Figure 1. Metal 4.
Supply wires on this layer in grey.
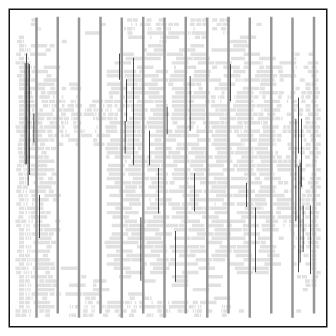
Figure 2. Metal 2.
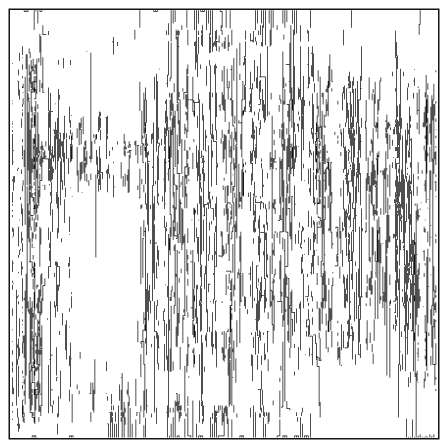
Figure 3. Signal wires on met1.
Supply wires on this layer in grey.
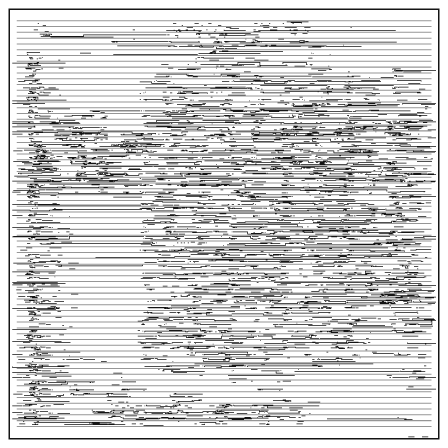
**config.mk**
```make
export PLATFORM = sky130hd
export DESIGN_NAME = ob_cmd_arb_flat
export DESIGN_NICKNAME = d
export VERILOG_FILES = /design/src/rtl/cfg_pkg.sv /design/src/rtl/ob_pkg.sv /design/src/rtl/ob_cmd_arb_if.sv /design/src/rtl/libv_queue.sv /design/src/rtl/ob_cmd_arb_rr.sv /design/src/rtl/ob_cmd_arb.sv /design/src/flat_wrapper.sv
export SDC_FILE = /design/constraint.sdc
export NUM_CORES = 1
export LEC_CHECK = 0
export CAP_MARGIN = 20
export CORE_MARGIN = 3
export CORE_UTILIZATION = 39
export DETAILED_ROUTE_END_ITERATION = 7
export MAX_ROUTING_LAYER = met4
export PLACE_DENSITY = 0.69
export SKIP_LAST_GASP = 1
export SLEW_MARGIN = 40
export SYNTH_ARGS = -nofsm -noshare
export SYNTH_HDL_FRONTEND = slang
export SYNTH_SLANG_ARGS = --single-unit
```
**constraint.sdc**
```tcl
create_clock -name clk -period 6 [get_ports clk]
set_input_delay 1.2 -clock clk [delete_from_list [all_inputs] [get_ports clk]]
set_output_delay 1.2 -clock clk [all_outputs]
set_load 0.01 [all_outputs]
```
**src/rtl/cfg_pkg.sv**
```systemverilog
// cfg_pkg: build-time sizing for the order-book command arbiter.
package cfg_pkg;
    localparam int ARB_PORTS_N    = 2;
    localparam int ARB_INFLIGHT_N = 8;
endpackage

```
**src/rtl/ob_pkg.sv**
```systemverilog
// ob_pkg: order-book command/response types and in-flight bookkeeping record.
package ob_pkg;
    typedef logic [31:0] uid_t;
    typedef logic [$clog2(cfg_pkg::ARB_PORTS_N)-1:0] port_id_t;
    typedef enum logic [1:0] {Op_Nop, Op_Add, Op_Cancel, Op_Modify} op_t;
    typedef enum logic [1:0] {Rsp_Ack, Rsp_Rej, Rsp_Fill} rsp_code_t;
    typedef struct packed {
        op_t         op;
        uid_t        uid;
        logic        side;
        logic [15:0] price;
        logic [15:0] qty;
    } cmd_t;
    typedef struct packed {
        uid_t        uid;
        rsp_code_t   code;
        logic [15:0] qty;
    } rsp_t;
    typedef struct packed {
        uid_t     uid;
        port_id_t port;
    } inflight_t;
    localparam uid_t UID_OB_INITIATED = '1;
endpackage

```
**src/rtl/ob_cmd_arb_if.sv**
```systemverilog
// ob_cmd_arb_if: ingress command ports, engine command/response channels,
// per-port response outputs, trade output and status of the command arbiter.
// slave = arbiter view, master = environment view.
interface ob_cmd_arb_if #(
    parameter int PORTS_N    = cfg_pkg::ARB_PORTS_N,
    parameter int INFLIGHT_N = cfg_pkg::ARB_INFLIGHT_N
);
    import ob_pkg::*;
    logic [PORTS_N-1:0]           in_vld;
    cmd_t [PORTS_N-1:0]           in_cmd;
    logic [PORTS_N-1:0]           in_accept;
    logic                         ob_cmd_vld;
    cmd_t                         ob_cmd;
    logic                         ob_cmd_accept;
    logic                         ob_rsp_vld;
    rsp_t                         ob_rsp;
    logic                         ob_rsp_accept;
    logic [PORTS_N-1:0]           out_rsp_vld;
    rsp_t                         out_rsp;
    logic [PORTS_N-1:0]           out_rsp_accept;
    logic                         trd_vld;
    rsp_t                         trd;
    logic                         trd_accept;
    logic [$clog2(INFLIGHT_N):0]  inflight_cnt;
    logic                         err_mismatch;
    modport slave (
        input  in_vld, in_cmd, ob_cmd_accept, ob_rsp_vld, ob_rsp, out_rsp_accept, trd_accept,
        output in_accept, ob_cmd_vld, ob_cmd, ob_rsp_accept, out_rsp_vld, out_rsp,
               trd_vld, trd, inflight_cnt, err_mismatch
    );
    modport master (
        output in_vld, in_cmd, ob_cmd_accept, ob_rsp_vld, ob_rsp, out_rsp_accept, trd_accept,
        input  in_accept, ob_cmd_vld, ob_cmd, ob_rsp_accept, out_rsp_vld, out_rsp,
               trd_vld, trd, inflight_cnt, err_mismatch
    );
endinterface

```
**src/rtl/libv_queue.sv**
```systemverilog
// libv_queue: generic synchronous FIFO with first-word head view.
// push/push_data write, pop advances head; empty/full/count report occupancy.
module libv_queue #(
    parameter int WIDTH = 8,
    parameter int DEPTH = 8,
    localparam int AW = $clog2(DEPTH)
) (
    input  logic             clk,
    input  logic             rst,
    input  logic             push,
    input  logic [WIDTH-1:0] push_data,
    input  logic             pop,
    output logic [WIDTH-1:0] head,
    output logic             empty,
    output logic             full,
    output logic [AW:0]      count
);
    localparam logic [AW:0] FULL_CNT = DEPTH[AW:0];
    logic [WIDTH-1:0] mem [DEPTH];
    logic [AW-1:0] wr_ptr, rd_ptr;
    assign head  = mem[rd_ptr];
    assign empty = count == '0;
    assign full  = count == FULL_CNT;
    always_ff @(posedge clk) begin
        if (rst) begin
            wr_ptr <= '0;
            rd_ptr <= '0;
            count <= '0;
        end else begin
            if (push) wr_ptr <= wr_ptr + 1'b1;
            if (pop) rd_ptr <= rd_ptr + 1'b1;
            count <= count + {{AW{1'b0}}, push} - {{AW{1'b0}}, pop};
        end
    end
    always_ff @(posedge clk) if (push) mem[wr_ptr] <= push_data;
endmodule

```
**src/rtl/ob_cmd_arb_rr.sv**
```systemverilog
// ob_cmd_arb_rr: combinational round-robin picker.
// req: requests, ptr: highest-priority port; gnt: one-hot winner, gnt_id: its index.
module ob_cmd_arb_rr
    import ob_pkg::*;
#(
    parameter int PORTS_N = cfg_pkg::ARB_PORTS_N
) (
    input  logic [PORTS_N-1:0] req,
    input  port_id_t           ptr,
    output logic [PORTS_N-1:0] gnt,
    output port_id_t           gnt_id
);
    port_id_t idx;
    // Scan from farthest to nearest so the last hit is the first requester at/after ptr.
    always_comb begin
        gnt = '0;
        gnt_id = '0;
        idx = '0;
        for (int i = PORTS_N - 1; i >= 0; i--) begin
            idx = port_id_t'((int'(ptr) + i) % PORTS_N);
            if (req[idx]) begin
                gnt = '0;
                gnt[idx] = 1'b1;
                gnt_id = idx;
            end
        end
    end
endmodule

```
**src/rtl/ob_cmd_arb.sv**
```systemverilog
// ob_cmd_arb: round-robin merge of ingress command ports into the order-book
// engine, with in-order response steering back to the issuing port.
// clk/rst: clock and sync active-high reset; bus: all command/response channels.
// PORTS_N must not exceed cfg_pkg::ARB_PORTS_N, which sizes port_id_t.
module ob_cmd_arb
    import ob_pkg::*;
#(
    parameter int PORTS_N    = cfg_pkg::ARB_PORTS_N,
    parameter int INFLIGHT_N = cfg_pkg::ARB_INFLIGHT_N
) (
    input logic         clk,
    input logic         rst,
    ob_cmd_arb_if.slave bus
);
    logic [PORTS_N-1:0] req, gnt;
    logic [$bits(inflight_t)-1:0] push_data, head_raw;
    logic full, empty, can_issue, any_gnt, issue, rsp_vld, is_trd, route, drop, pop;
    port_id_t gnt_id, rr_ptr;
    cmd_t win_cmd;
    inflight_t head;
    // Fullness is the registered count, so a same-cycle pop never frees a slot for a grant.
    assign can_issue = !rst && !full && (!bus.ob_cmd_vld || bus.ob_cmd_accept);
    assign req = can_issue ? bus.in_vld : '0;
    ob_cmd_arb_rr #(.PORTS_N(PORTS_N)) u_rr (
        .req(req),
        .ptr(rr_ptr),
        .gnt(gnt),
        .gnt_id(gnt_id)
    );
    assign any_gnt = |gnt;
    assign win_cmd = bus.in_cmd[gnt_id];
    assign issue = any_gnt && win_cmd.op != Op_Nop;
    assign bus.in_accept = gnt;
    assign push_data = {win_cmd.uid, gnt_id};
    libv_queue #(.WIDTH($bits(inflight_t)), .DEPTH(INFLIGHT_N)) u_fifo (
        .clk(clk),
        .rst(rst),
        .push(issue),
        .push_data(push_data),
        .pop(pop),
        .head(head_raw),
        .empty(empty),
        .full(full),
        .count(bus.inflight_cnt)
    );
    assign head = inflight_t'(head_raw);
    // Trades bypass the FIFO; everything else follows the in-flight head, even on uid mismatch.
    assign rsp_vld = bus.ob_rsp_vld && !rst;
    assign is_trd = bus.ob_rsp.uid == UID_OB_INITIATED;
    assign route = rsp_vld && !is_trd && !empty;
    assign drop = rsp_vld && !is_trd && empty;
    assign pop = route && bus.out_rsp_accept[head.port];
    assign bus.trd_vld = rsp_vld && is_trd;
    assign bus.out_rsp_vld = route ? PORTS_N'(1) << head.port : '0;
    assign bus.ob_rsp_accept = bus.trd_vld ? bus.trd_accept : pop || drop;
    assign bus.out_rsp = bus.ob_rsp;
    assign bus.trd = bus.ob_rsp;
    always_ff @(posedge clk) begin
        if (rst) begin
            bus.ob_cmd_vld <= 1'b0;
            bus.err_mismatch <= 1'b0;
            rr_ptr <= '0;
        end else begin
            bus.ob_cmd_vld <= issue || (bus.ob_cmd_vld && !bus.ob_cmd_accept);
            if (any_gnt) rr_ptr <= (int'(gnt_id) == PORTS_N - 1) ? '0 : gnt_id + 1'b1;
            if (drop || (pop && bus.ob_rsp.uid != head.uid)) bus.err_mismatch <= 1'b1;
        end
    end
    always_ff @(posedge clk) if (issue) bus.ob_cmd <= win_cmd;
endmodule

```
**src/flat_wrapper.sv**
```systemverilog
// flat-port wrapper written by rule: the top's interface ports become plain ports
module ob_cmd_arb_flat import ob_pkg::*;
#(
    parameter int PORTS_N    = cfg_pkg::ARB_PORTS_N,
    parameter int INFLIGHT_N = cfg_pkg::ARB_INFLIGHT_N
)
  (clk, rst, bus_in_vld, bus_in_cmd, bus_ob_cmd_accept, bus_ob_rsp_vld, bus_ob_rsp, bus_out_rsp_accept, bus_trd_accept, bus_in_accept, bus_ob_cmd_vld, bus_ob_cmd, bus_ob_rsp_accept, bus_out_rsp_vld, bus_out_rsp, bus_trd_vld, bus_trd, bus_inflight_cnt, bus_err_mismatch);
  ob_cmd_arb_if #(.PORTS_N(PORTS_N), .INFLIGHT_N(INFLIGHT_N)) bus_i ();
  input logic clk;
  input logic rst;
  input wire logic [$bits(bus_i.in_vld)-1:0] bus_in_vld;
  input wire logic [$bits(bus_i.in_cmd)-1:0] bus_in_cmd;
  input wire logic [$bits(bus_i.ob_cmd_accept)-1:0] bus_ob_cmd_accept;
  input wire logic [$bits(bus_i.ob_rsp_vld)-1:0] bus_ob_rsp_vld;
  input wire logic [$bits(bus_i.ob_rsp)-1:0] bus_ob_rsp;
  input wire logic [$bits(bus_i.out_rsp_accept)-1:0] bus_out_rsp_accept;
  input wire logic [$bits(bus_i.trd_accept)-1:0] bus_trd_accept;
  output wire logic [$bits(bus_i.in_accept)-1:0] bus_in_accept;
  output wire logic [$bits(bus_i.ob_cmd_vld)-1:0] bus_ob_cmd_vld;
  output wire logic [$bits(bus_i.ob_cmd)-1:0] bus_ob_cmd;
  output wire logic [$bits(bus_i.ob_rsp_accept)-1:0] bus_ob_rsp_accept;
  output wire logic [$bits(bus_i.out_rsp_vld)-1:0] bus_out_rsp_vld;
  output wire logic [$bits(bus_i.out_rsp)-1:0] bus_out_rsp;
  output wire logic [$bits(bus_i.trd_vld)-1:0] bus_trd_vld;
  output wire logic [$bits(bus_i.trd)-1:0] bus_trd;
  output wire logic [$bits(bus_i.inflight_cnt)-1:0] bus_inflight_cnt;
  output wire logic [$bits(bus_i.err_mismatch)-1:0] bus_err_mismatch;
  assign bus_i.in_vld = bus_in_vld;
  assign bus_i.in_cmd = bus_in_cmd;
  assign bus_i.ob_cmd_accept = bus_ob_cmd_accept;
  assign bus_i.ob_rsp_vld = bus_ob_rsp_vld;
  assign bus_i.ob_rsp = bus_ob_rsp;
  assign bus_i.out_rsp_accept = bus_out_rsp_accept;
  assign bus_i.trd_accept = bus_trd_accept;
  assign bus_in_accept = bus_i.in_accept;
  assign bus_ob_cmd_vld = bus_i.ob_cmd_vld;
  assign bus_ob_cmd = bus_i.ob_cmd;
  assign bus_ob_rsp_accept = bus_i.ob_rsp_accept;
  assign bus_out_rsp_vld = bus_i.out_rsp_vld;
  assign bus_out_rsp = bus_i.out_rsp;
  assign bus_trd_vld = bus_i.trd_vld;
  assign bus_trd = bus_i.trd;
  assign bus_inflight_cnt = bus_i.inflight_cnt;
  assign bus_err_mismatch = bus_i.err_mismatch;
  ob_cmd_arb #(.PORTS_N(PORTS_N), .INFLIGHT_N(INFLIGHT_N)) u_core (.clk(clk), .rst(rst), .bus(bus_i));
endmodule
```
==> deck_impl_summary.md <==
Implementation Results

Finish
  – Layout clock buffer count: between 50 and 60
  – Seq/total area: 53.6%
  – Layout cell share with drive strength beyond 1: 11.9%
  – P&R area growth vs syn: 29.3%
  – Most frequent cells in the layout: edfxtp_1, clkdlybuf4s50_1, nand2_1, mux2i_1, mux4_2
  – Flop area: 10300 sq um
  – Top cell category: flip-flops and latches

Worst setup path
  – CP most frequent cell: clkdlybuf4s50_1
  – Flop2flop setup slack: 2140 ps
  – Cell Chain, Critical Path: clkdlybuf4s50_1, nand4_1, nor4_1, buf_4, a211oi_1, nor2b_1, a211o_1, clkdlybuf4s50_1
  – Crit path capture type: output pin
  – Critical Path RT: 4800 ps
  – Worst endpoint data arrival time: 4090 ps
  – Number of cells on the critical path: 8

Power and ir drop
  – Net Sw Power: 1.46 mW
  – Sw Share: between 20% and 30%
  – Comb power: 978 uW
  – Pwr top: sequential cells
  – Power Clock: 2.29 mW
  – Clock Power Share: between 30% and 40%
  – PwrDens: 322 nW/um^2
  – P_int: 4.70 mW

Synthesis
  – Mux share: 11.8%
  – Top logic family: multiplexers
  – Unique cell types: 44
  – EDFF count, synth: 331
  – Yosys aoi share: 1.71%
  – Yosys warns: 0
  – Syn Std Cell Area: 14800 sq um
  – Post-Synth Simple-Gate Area: under 10%
  – Register share after synthesis: 69.3%
  – Yosys Chip Area: 14800 sq um
  – Flops after synth: roughly 350
  – Ys cells: ~960
  – Most common cell in the synthesized netlist: edfxtp_1

Route
  – WL/cell: 20.9 um
  – Pre-Repair DR Iteration Count: 5
  – Metal3 WL: 3.29 mm
  – Max layer used: met4
  – Initial DRC Count: 496
  – Routed vias/inst: 4.94

Clock tree
  – TritonCTS clock tree: done
  – Setup bufs post-CTS: 0
  – Total CTS buffers: 38
  – Clk buf depth: 3
  – CTS clk-pin slew, worst paths: 60 ps
  – Root Driver: clkbuf_16
  – # H-tree levels: 2

Global route
  – Initial antenna violation count: 0
  – Largest net degree at the start of global routing: 74
  – Met1 Track Usage GR: 23.5%
  – Grt met2 use: 28.3%
  – GRT Util Overall: 18.1%
  – Most used routing layer: met2
  – Global-route wire length before repair: 53.8 mm

STA
  – RSZ-0062 raised after global routing: no
  – FMAX: 189 MHz
  – Final hold vios: 0
  – Clk_skew: 11.1 ps
  – Fin Setup TNS: 0 ps
  – Cycle use final: 88.2%

Hold path
  – Hold Path End: u_core.u_fifo.wr_ptr[0]$_SDFFE_PP0P_
  – Worst hold path depth: 2

Floorplanning
  – Die W: roughly 200 um
  – TAP cells: 504
  – Core Util at FP: 40.0%

Place
  – Gpl congestion: 0.888
  – Placed insts: 1659

Outcome
  – Status: complete, no violations
About Figure 1:
longest straight run: 77.5 um
main direction: vertical
nets with wire on the layer: 18
share of all routed wire: 3.0%
wire length on this layer: 1080 um

About Figure 2:
nets with wire on the layer: 1176
share of all routed wire: 46%

About Figure 3:
share of all routed wire: 42%
wire length on this layer: 15000 um
longest straight run: 95.2 um
main direction: horizontal
nets with wire on the layer: 1171

Power is estimated from default activity; no workload was simulated.
